File: src/rtl/wash_ctrl_if.sv
// Washer panel bus: operator inputs (start, pause, door_open) toward the
// sequencer and the display/LED outputs back toward the panel.
interface wash_ctrl_if;
  logic       start;
  logic       pause;
  logic       door_open;
  logic [3:0] dig2;
  logic [3:0] dig1;
  logic [3:0] dig0;
  logic [3:0] level;
  logic [2:0] phase;
  logic [7:0] st_light;
  logic       busy;
  logic       done;
  logic       alarm;

  // Panel side: drives operator inputs, reads the display.
  modport master (
    output start, pause, door_open,
    input  dig2, dig1, dig0, level, phase, st_light, busy, done, alarm
  );

  // Sequencer side.
  modport slave (
    input  start, pause, door_open,
    output dig2, dig1, dig0, level, phase, st_light, busy, done, alarm
  );
endinterface

File: src/rtl/wash_ctrl.sv
// Wash-cycle sequencer: FILL -> WASH -> [RINSE] -> DRAIN -> SPIN -> DONE.
// Keeps a 3-digit BCD countdown of remaining seconds, a water level and a
// thermometer phase bar. pause and door_open freeze the 1 s prescaler in
// place, so a partial second resumes where it stopped.
// Optional feature macro: WASH_RINSE_EN inserts the RINSE phase.
module wash_ctrl #(
  parameter int CLKS_PER_SEC = 100000000,
  parameter int FILL_S       = 10,
  parameter int WASH_S       = 40,
  parameter int RINSE_S      = 20,
  parameter int DRAIN_S      = 10,
  parameter int SPIN_S       = 20,
  parameter int LEVEL_MAX    = 9
) (
  input  logic        clk,
  input  logic        rst,
  wash_ctrl_if.slave  bus
);

`ifdef WASH_RINSE_EN
  localparam bit RINSE_EN = 1'b1;
`else
  localparam bit RINSE_EN = 1'b0;
`endif

  localparam int RINSE_USED = RINSE_EN ? RINSE_S : 0;
  localparam int TOTAL      = FILL_S + WASH_S + RINSE_USED + DRAIN_S + SPIN_S;

  // The display only has three BCD digits.
  if (TOTAL > 999) begin : g_total_check
    $error("wash_ctrl: total cycle time %0d s does not fit in 3 BCD digits", TOTAL);
  end

  localparam int TW = 10;
  localparam int PW = (CLKS_PER_SEC > 1) ? $clog2(CLKS_PER_SEC) : 1;

  localparam logic [PW-1:0] PRESC_LAST = PW'(CLKS_PER_SEC - 1);
  localparam logic [3:0]    LVL_MAX    = 4'(LEVEL_MAX);
  localparam logic [3:0]    TOT_D2     = 4'(TOTAL / 100);
  localparam logic [3:0]    TOT_D1     = 4'((TOTAL / 10) % 10);
  localparam logic [3:0]    TOT_D0     = 4'(TOTAL % 10);

  typedef enum logic [2:0] {
    IDLE  = 3'd0,
    FILL  = 3'd1,
    WASH  = 3'd2,
    RINSE = 3'd3,
    DRAIN = 3'd4,
    SPIN  = 3'd5,
    DONE  = 3'd6
  } phase_t;

  // Seconds spent in a phase; DONE/IDLE carry no timer.
  function automatic logic [TW-1:0] dur_of(input phase_t p);
    case (p)
      FILL:    dur_of = TW'(FILL_S);
      WASH:    dur_of = TW'(WASH_S);
      RINSE:   dur_of = TW'(RINSE_S);
      DRAIN:   dur_of = TW'(DRAIN_S);
      SPIN:    dur_of = TW'(SPIN_S);
      default: dur_of = '0;
    endcase
  endfunction

  // Phase that follows p when its timer expires.
  function automatic phase_t next_of(input phase_t p);
    case (p)
      FILL:    next_of = WASH;
      WASH:    next_of = RINSE_EN ? RINSE : DRAIN;
      RINSE:   next_of = DRAIN;
      DRAIN:   next_of = SPIN;
      SPIN:    next_of = DONE;
      default: next_of = p;
    endcase
  endfunction

  phase_t        phase_q, phase_d;
  logic [TW-1:0] timer_q, timer_d;
  logic [PW-1:0] presc_q, presc_d;
  logic [3:0]    d2_q, d2_d, d1_q, d1_d, d0_q, d0_d;
  logic [3:0]    level_q, level_d;
  logic [7:0]    st_q, st_d;
  logic          busy_q, busy_d;
  logic          done_q, done_d;
  logic          alarm_q, alarm_d;
  logic          run;
  logic          tick;

  assign run  = busy_q & ~bus.pause & ~bus.door_open;
  assign tick = run && (presc_q == PRESC_LAST);

  // State register: every output is a flop, with synchronous reset.
  always_ff @(posedge clk) begin
    // NOTE: sequential state uses non-blocking assignments so all flops
    // sample the pre-edge values regardless of statement order.
    if (rst) begin
      phase_q <= IDLE;
      timer_q <= '0;
      presc_q <= '0;
      d2_q    <= TOT_D2;
      d1_q    <= TOT_D1;
      d0_q    <= TOT_D0;
      level_q <= '0;
      st_q    <= '0;
      busy_q  <= 1'b0;
      done_q  <= 1'b0;
      alarm_q <= 1'b0;
    end else begin
      phase_q <= phase_d;
      timer_q <= timer_d;
      presc_q <= presc_d;
      d2_q    <= d2_d;
      d1_q    <= d1_d;
      d0_q    <= d0_d;
      level_q <= level_d;
      st_q    <= st_d;
      busy_q  <= busy_d;
      done_q  <= done_d;
      alarm_q <= alarm_d;
    end
  end

  // Next-state logic: start/restart, prescaler, per-second countdown,
  // level update and phase sequencing.
  always_comb begin
    // NOTE: every variable gets its hold value first so no path through
    // the case/if tree can infer a latch.
    phase_d = phase_q;
    timer_d = timer_q;
    presc_d = presc_q;
    d2_d    = d2_q;
    d1_d    = d1_q;
    d0_d    = d0_q;
    level_d = level_q;
    alarm_d = busy_q & bus.door_open;

    case (phase_q)
      IDLE, DONE: begin
        if (bus.start && !bus.door_open) begin
          phase_d = FILL;
          timer_d = dur_of(FILL);
          presc_d = '0;
          d2_d    = TOT_D2;
          d1_d    = TOT_D1;
          d0_d    = TOT_D0;
          level_d = '0;
        end
      end
      default: begin
        if (tick) begin
          presc_d = '0;
          // BCD countdown with borrow; the last tick lands exactly on 000.
          if (d0_q != 4'd0) begin
            d0_d = d0_q - 4'd1;
          end else begin
            d0_d = 4'd9;
            if (d1_q != 4'd0) begin
              d1_d = d1_q - 4'd1;
            end else begin
              d1_d = 4'd9;
              d2_d = d2_q - 4'd1;
            end
          end
          case (phase_q)
            FILL:    if (level_q != LVL_MAX) level_d = level_q + 4'd1;
            DRAIN:   if (level_q != 4'd0)    level_d = level_q - 4'd1;
            SPIN:    level_d = '0;
            default: level_d = level_q;
          endcase
          if (timer_q == TW'(1)) begin
            phase_d = next_of(phase_q);
            timer_d = dur_of(phase_d);
            if (phase_d == DONE) level_d = '0;
          end else begin
            timer_d = timer_q - TW'(1);
          end
        end else if (run) begin
          presc_d = presc_q + PW'(1);
        end
      end
    endcase

    busy_d = (phase_d != IDLE) && (phase_d != DONE);
    done_d = (phase_d == DONE);
    st_d   = 8'((16'd1 << phase_d) - 16'd1);
  end

  assign bus.phase    = phase_q;
  assign bus.dig2     = d2_q;
  assign bus.dig1     = d1_q;
  assign bus.dig0     = d0_q;
  assign bus.level    = level_q;
  assign bus.st_light = st_q;
  assign bus.busy     = busy_q;
  assign bus.done     = done_q;
  assign bus.alarm    = alarm_q;

endmodule

File: src/flat_wrapper.sv
// flat-port wrapper written by rule: the top's interface ports become plain ports
module wash_ctrl_flat 
#(
  parameter int CLKS_PER_SEC = 100000000,
  parameter int FILL_S       = 10,
  parameter int WASH_S       = 40,
  parameter int RINSE_S      = 20,
  parameter int DRAIN_S      = 10,
  parameter int SPIN_S       = 20,
  parameter int LEVEL_MAX    = 9
)
  (clk, rst, bus_start, bus_pause, bus_door_open, bus_dig2, bus_dig1, bus_dig0, bus_level, bus_phase, bus_st_light, bus_busy, bus_done, bus_alarm);
  wash_ctrl_if bus_i ();
  input  logic clk;
  input  logic rst;
  input wire logic [$bits(bus_i.start)-1:0] bus_start;
  input wire logic [$bits(bus_i.pause)-1:0] bus_pause;
  input wire logic [$bits(bus_i.door_open)-1:0] bus_door_open;
  output wire logic [$bits(bus_i.dig2)-1:0] bus_dig2;
  output wire logic [$bits(bus_i.dig1)-1:0] bus_dig1;
  output wire logic [$bits(bus_i.dig0)-1:0] bus_dig0;
  output wire logic [$bits(bus_i.level)-1:0] bus_level;
  output wire logic [$bits(bus_i.phase)-1:0] bus_phase;
  output wire logic [$bits(bus_i.st_light)-1:0] bus_st_light;
  output wire logic [$bits(bus_i.busy)-1:0] bus_busy;
  output wire logic [$bits(bus_i.done)-1:0] bus_done;
  output wire logic [$bits(bus_i.alarm)-1:0] bus_alarm;
  assign bus_i.start = bus_start;
  assign bus_i.pause = bus_pause;
  assign bus_i.door_open = bus_door_open;
  assign bus_dig2 = bus_i.dig2;
  assign bus_dig1 = bus_i.dig1;
  assign bus_dig0 = bus_i.dig0;
  assign bus_level = bus_i.level;
  assign bus_phase = bus_i.phase;
  assign bus_st_light = bus_i.st_light;
  assign bus_busy = bus_i.busy;
  assign bus_done = bus_i.done;
  assign bus_alarm = bus_i.alarm;
  wash_ctrl #(.CLKS_PER_SEC(CLKS_PER_SEC), .FILL_S(FILL_S), .WASH_S(WASH_S), .RINSE_S(RINSE_S), .DRAIN_S(DRAIN_S), .SPIN_S(SPIN_S), .LEVEL_MAX(LEVEL_MAX)) u_core (.clk(clk), .rst(rst), .bus(bus_i));
endmodule
File: config.mk
export PLATFORM = sky130hd
export DESIGN_NAME = wash_ctrl_flat
export DESIGN_NICKNAME = d
export VERILOG_FILES = /design/src/rtl/wash_ctrl_if.sv /design/src/rtl/wash_ctrl.sv /design/src/flat_wrapper.sv
export SDC_FILE = /design/constraint.sdc
export NUM_CORES = 1
export LEC_CHECK = 0
export CAP_MARGIN = 20
export CORE_UTILIZATION = 42
export DETAILED_ROUTE_END_ITERATION = 10
export PLACE_DENSITY = 0.63
export SLEW_MARGIN = 20
export SYNTH_ARGS = -nofsm -noshare
export SYNTH_HDL_FRONTEND = slang
export SYNTH_SLANG_ARGS = --single-unit
File: constraint.sdc
create_clock -name clk -period 6.4 [get_ports clk]
set_input_delay 1.28 -clock clk [delete_from_list [all_inputs] [get_ports clk]]
set_output_delay 1.28 -clock clk [all_outputs]
set_load 0.01 [all_outputs]
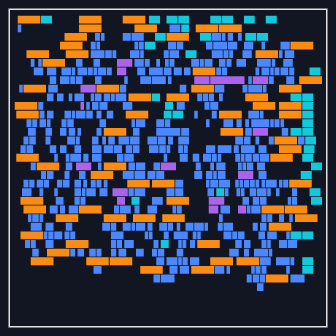
**Above:** cells colored by class.
remaining buffers and delay cells -> cyan  # cells 41, share of their area 8.7%
remaining logic cells -> blue  # cells 406, share of their area 57%
registers -> orange  # cells 67, share of their area 30%
clock drivers and dummy loads -> purple  # cells 16, share of their area 4.5%
final cell utilization of the core: 0.504
post-route cell area: 4650 um2
area of the core: 9240 um2
Row Count: 35
register share of the cell area: 0.288

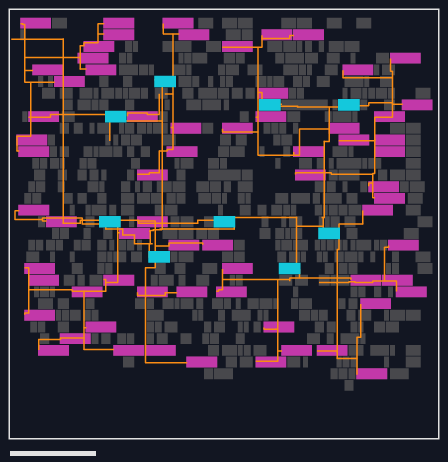
**Above:** clock network drawn from the DEF.
The bar under the picture is 20 um long.
clock wires -> orange  # length 980 um
clock-net drivers -> cyan  # count 9
flip-flops -> magenta  # count 67
flops lie = all over the die

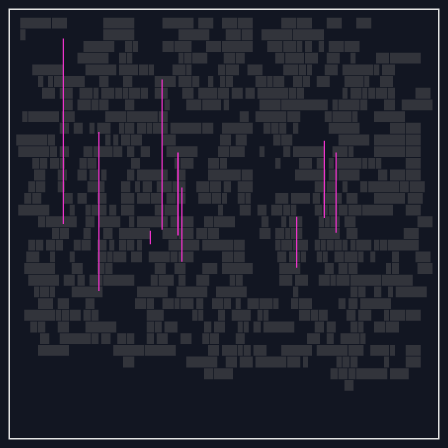
**Above:** signal wires on met4.
Cells faint in the background.
nets with wire on the layer = 6
main direction = vertical
wire length on this layer = 201 um

==> run notes <==
Results of the run.

The tightest slew margin relative to the limit is 0.296. Leaving out fill and tap cells, the most frequent cell in the layout is dfxtp_1. The flow ran to the end, and the final reports show no timing, DRC or antenna violations. Static timing analysis puts the maximum clock frequency at 263 MHz. Internal power comes to between 600 and 700 uW.

In the synthesized netlist the async set-or-reset flop fraction comes to 0. The final timing report lists a max-slew violation count of 0. The area taken by flip-flops and latches is 1340 um2. In the final layout, the share of cells above drive strength 1 is 0.0717. The instance count of the mapped netlist is roughly 500.

The number of hold buffers added after cts is 0. Counting the fill cells in the layout gives 888. The I/O pin total is 35. Each instance of the synthesized netlist takes up on average 8.00 um2.

The DRC violation total left in the routed layout is recorded as 0. The worst hold path belongs to the class reg -> reg. Entering global routing, the biggest net connects roughly 40 pins. The clock tree from TritonCTS is built.

Before any placement, the netlist area is recorded as 4000 um2. The startpoint type of the worst setup path is a primary input. The cell area power density is approximately 200 nW/um2. For this run, the number of standard cells in the final layout without fillers is around 660. Sorting the synthesized cells by area gives the leading types as dfxtp_1 (34%), a21oi_1 (4.4%), nand2_1 (3.8%).

The warning count from the yosys run is 0. The via count of the first global-routing pass is around 3,500. Looking at the clock tree report, the H-tree level count equals 3. The shortest clock period the worst path allows after layout is 3800 ps.

The commonest register cell is dfxtp_1. The number of iterations in the first detailed-routing pass is 5. The count of warning messages emitted by the tools is 31. The library cell contributing the largest single delay on the critical path is nor4bb_1.

0 antenna diodes ended up in the layout. The post-cts gate resize count is 0. The chip area from the yosys synthesis statistics is 4000 um2. The pre-CTS setup check shows a worst slack of between 2000 and 2500 ps. The worst vdd rail ir drop is 140 uV. The floorplan step set the die width to between 90 and 100 um. Per the detail_route report, vias per standard cell equal 6.10. The data required time of the critical path is 6680 ps.

Per the final timing report, the hold violations number 0. The combined global-route utilization of all metal layers is 0.228. The area added between synthesis and finish is 16.3%. The timing report gives the clock slew at the launch and capture registers of the worst setup and hold paths as 80 ps. The power report attributes to the combinational group a share of 0.144. The post-route clock skew is 10.0 ps. The count of buffers from port buffering is 34. Sorting the Yosys area breakdown by cell type puts at the top dfxtp_1.

Per the GRT congestion report, total overflow comes to 0. The post-CTS setup repair buffer count is 0. The transition time recorded at the tightest slew-check pin is 1050 ps. For this configuration, the core starts out at a cell density of 0.433.

The synthesized design contains roughly 67 register bits. The power report attributes to the clock group a share of 0.389. The global placement routability congestion is between 0.8 and 0.9. Setup repair after global routing left no endpoint under its margin. The overall chip area is 9920 um2. The net switching power in the latest report is 272 uW. The dominant combinational cell family by area after synthesis is simple AND/OR/NAND/NOR gates. Per Yosys stat, the portion of area used by sequential elements is 0.335. The critical path endpoint category is a flop.

The net count entering floorplan is 517. The worst path setup slack after routing is 2600 ps. The timing report gives the worst reg2reg path a setup slack of 3090 ps.

The top cell type's share of synthesized area is 0.335. The startpoint of the worst register-to-register path is u_core.timer_q[0]. In this run the clock root is driven by a clkbuf_8.

The simple-gate share of the synthesized area is 0.311. The arrival time of the worst setup path is approximately 4100 ps. The insertion delay to the later sink of the worst-skew pair is 360 ps. The multiplexer fraction of the synthesized cell area is 0.0103.

The area used by multi-input combinational logic is about 2500 um2. The leakage power in the latest report is 0.00151 uW. The kind of critical path is in -> reg.

The number of stages on the worst hold path is 1. The post-route antenna net violation count is 0. The power share of the sequential group is 0.467. The count of instantiated cells in the yosys netlist is 500. The number of design-rule violations left by the first detailed-router iteration is 202.

The tally of unique sky130hd cells used after synthesis is 64. The number of antenna violations at the first check in global routing is 0. The final layout reports a setup TNS of 0 ps. According to the timing report, the critical path is captured at u_core.bus.st_light[4]. Of the total synthesized cell area, the portion taken by XOR and XNOR cells is 0.0219. The final worst-path cycle share is 0.594. The die is about 100 um tall.

In this run, synthesis inferred 0 flip-flops with an integrated enable. In this run the worst setup path begins at bus_door_open. The worst register-to-register path depth is 10. At the end of the flow, the number of nets in the layout was 542. Walking the worst path, the cells encountered are clkdlybuf4s50_1 > nor4bb_1 > nand2_1 > nor4_4 > o21ai_0 > a21oi_1 > ha_1 > and3_1 > a31oi_1 > a41oi_1. The post-synthesis adder-cell area fraction is 0.0375. The switching portion of total power comes to 0.287. The aoi/oai-family share of the synthesized area is 0.237. The worst register-to-register path ends at u_core.bus.st_light[4]. The timing report gives the biggest stage delay along the critical path as 550 ps. The half-perimeter wire length after detailed placement is 7.68 mm. After detailed placement, the design holds a cell count of 643.

The largest fanout on the critical path is 9. The final count of negative-setup-slack endpoints is 0. Per the cell usage report, the commonest logic cells after layout are dfxtp_1 (67), nand2_1 (41), nor2_1 (35), a21oi_1 (35), clkdlybuf4s50_1 (34). The number of max-capacitance violations reported is 0. The maximum clock path buffer count is 2.

The wire length of the first global-routing pass is 18.0 mm.
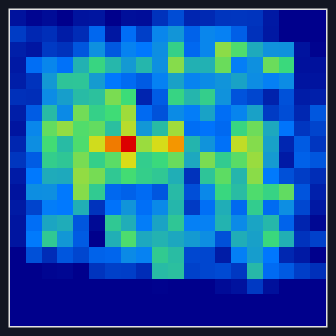
**Above:** signal metal coverage by tile.
The die is cut into 20 by 20 equal tiles; dark blue is low, red is high, scaled to the fullest tile. Values are wire area over tile area, all layers added.
densest ninth of the die = middle
emptiest ninth of the die = bottom left
fullest tile = 0.74
total wirelength of the detailed-routed design: 10.9 mm
vias post-DR: 4,019
post-detailed-route wirelength per cell: 16.5 um

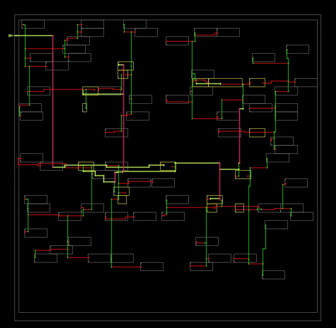
**Above:** clock routing.
number of sinks on the clock net: 67
Seq cells: 67
number of buffers created by CTS: 9

power by group through the flow:
stage	logic [uW]	registers [uW]	clock network, uW
after floorplan	90.6	450	0
after global placement	133	452	0
after detailed placement	135	452	0
after CTS	135	442	376
after global routing	150	444	390
final	136	443	368
cell usage after synthesis (6+ instances only):
cell and n:
nand3_1 19, a31oi_1 7, nor2_1 35, a21oi_1 35, and3_1 7, o21ai_0 27
or4_1 13, nor4_1 11, or3_1 14, nand4_1 20, dfxtp_1 67, clkbuf_1 21
nand2_1 41, inv_1 19, nor3_1 15, nor3b_1 7, and4_1 6, ha_1 12
o31ai_1 6, a211oi_1 11
final cells by class:
cell class | count | area share
multi-input combinational | 386 | 0.533
clock inverter | 5 | 0.0134
inverter | 20 | 0.0161
clock buffer | 11 | 0.0304
tap | 129 | 0.0347
timing repair buffer | 41 | 0.0844
sequential | 67 | 0.288
cell families (layout without fill, tap and decap cells):
kind of cell / after synthesis / count (layout)
multiplexers: 4 / 4
other: 1 / 1
flip-flops: 67 / 67
AND/OR/NAND/NOR: 220 / 220
AND-OR/OR-AND: 139 / 139
adder cells (fa/ha/maj): 12 / 12
XOR/XNOR: 10 / 10
buffers and inverters: 47 / 77
layer usage:
metal  wire length (um)  up-vias  track usage
li1                   -     1965            -
met1               5260     1916        0.317
met2               4900      117        0.353
met3                527       21       0.0401
met4                200        0       0.0860
met5                  0        -            0
worst max-delay path, delay by kind of cell:
kind / cells / cell delay, ps
fa+ha+maj: 1 / 310
simple gates: 4 / 1410
compound gates: 4 / 590
buf+inv: 1 / 500
worst min-delay path by stage:
stage | from | end | slack [ps]
detailed placement | u_core.bus.dig2[3] | u_core.bus.dig2[3] | 480
finish | u_core.bus.dig2[3] | u_core.bus.dig2[3] | 500
global placement | u_core.presc_q[1] | u_core.presc_q[1] | 480
CTS | u_core.bus.dig2[3] | u_core.bus.dig2[3] | 490
global route | u_core.timer_q[6] | u_core.timer_q[6] | 530
floorplan | u_core.presc_q[26] | u_core.presc_q[26] | 460
sequential cells by signal, summed over array words and instances (netlist names):
signal and cells:
u_core.bus.alarm 1, u_core.bus.busy 1, u_core.bus.dig0 4, u_core.bus.dig1 4
u_core.bus.dig2 4, u_core.bus.done 1, u_core.bus.level 4, u_core.bus.phase 3
u_core.bus.st_light 8, u_core.presc_q 27, u_core.timer_q 10
per-stage QoR:
| stage | instance area [um2] | power [uW] | hold WS (ps) |
|---|---|---|---|
| finish | 4650 | 947 | 497 |
| global placement | 4450 | 584 | 477 |
| detailed placement | 4450 | 587 | 478 |
| CTS | 4650 | 953 | 493 |
| global route | 4650 | 985 | 525 |
| floorplan | 4000 | 541 | 457 |
Power is estimated from default activity; no workload was simulated.
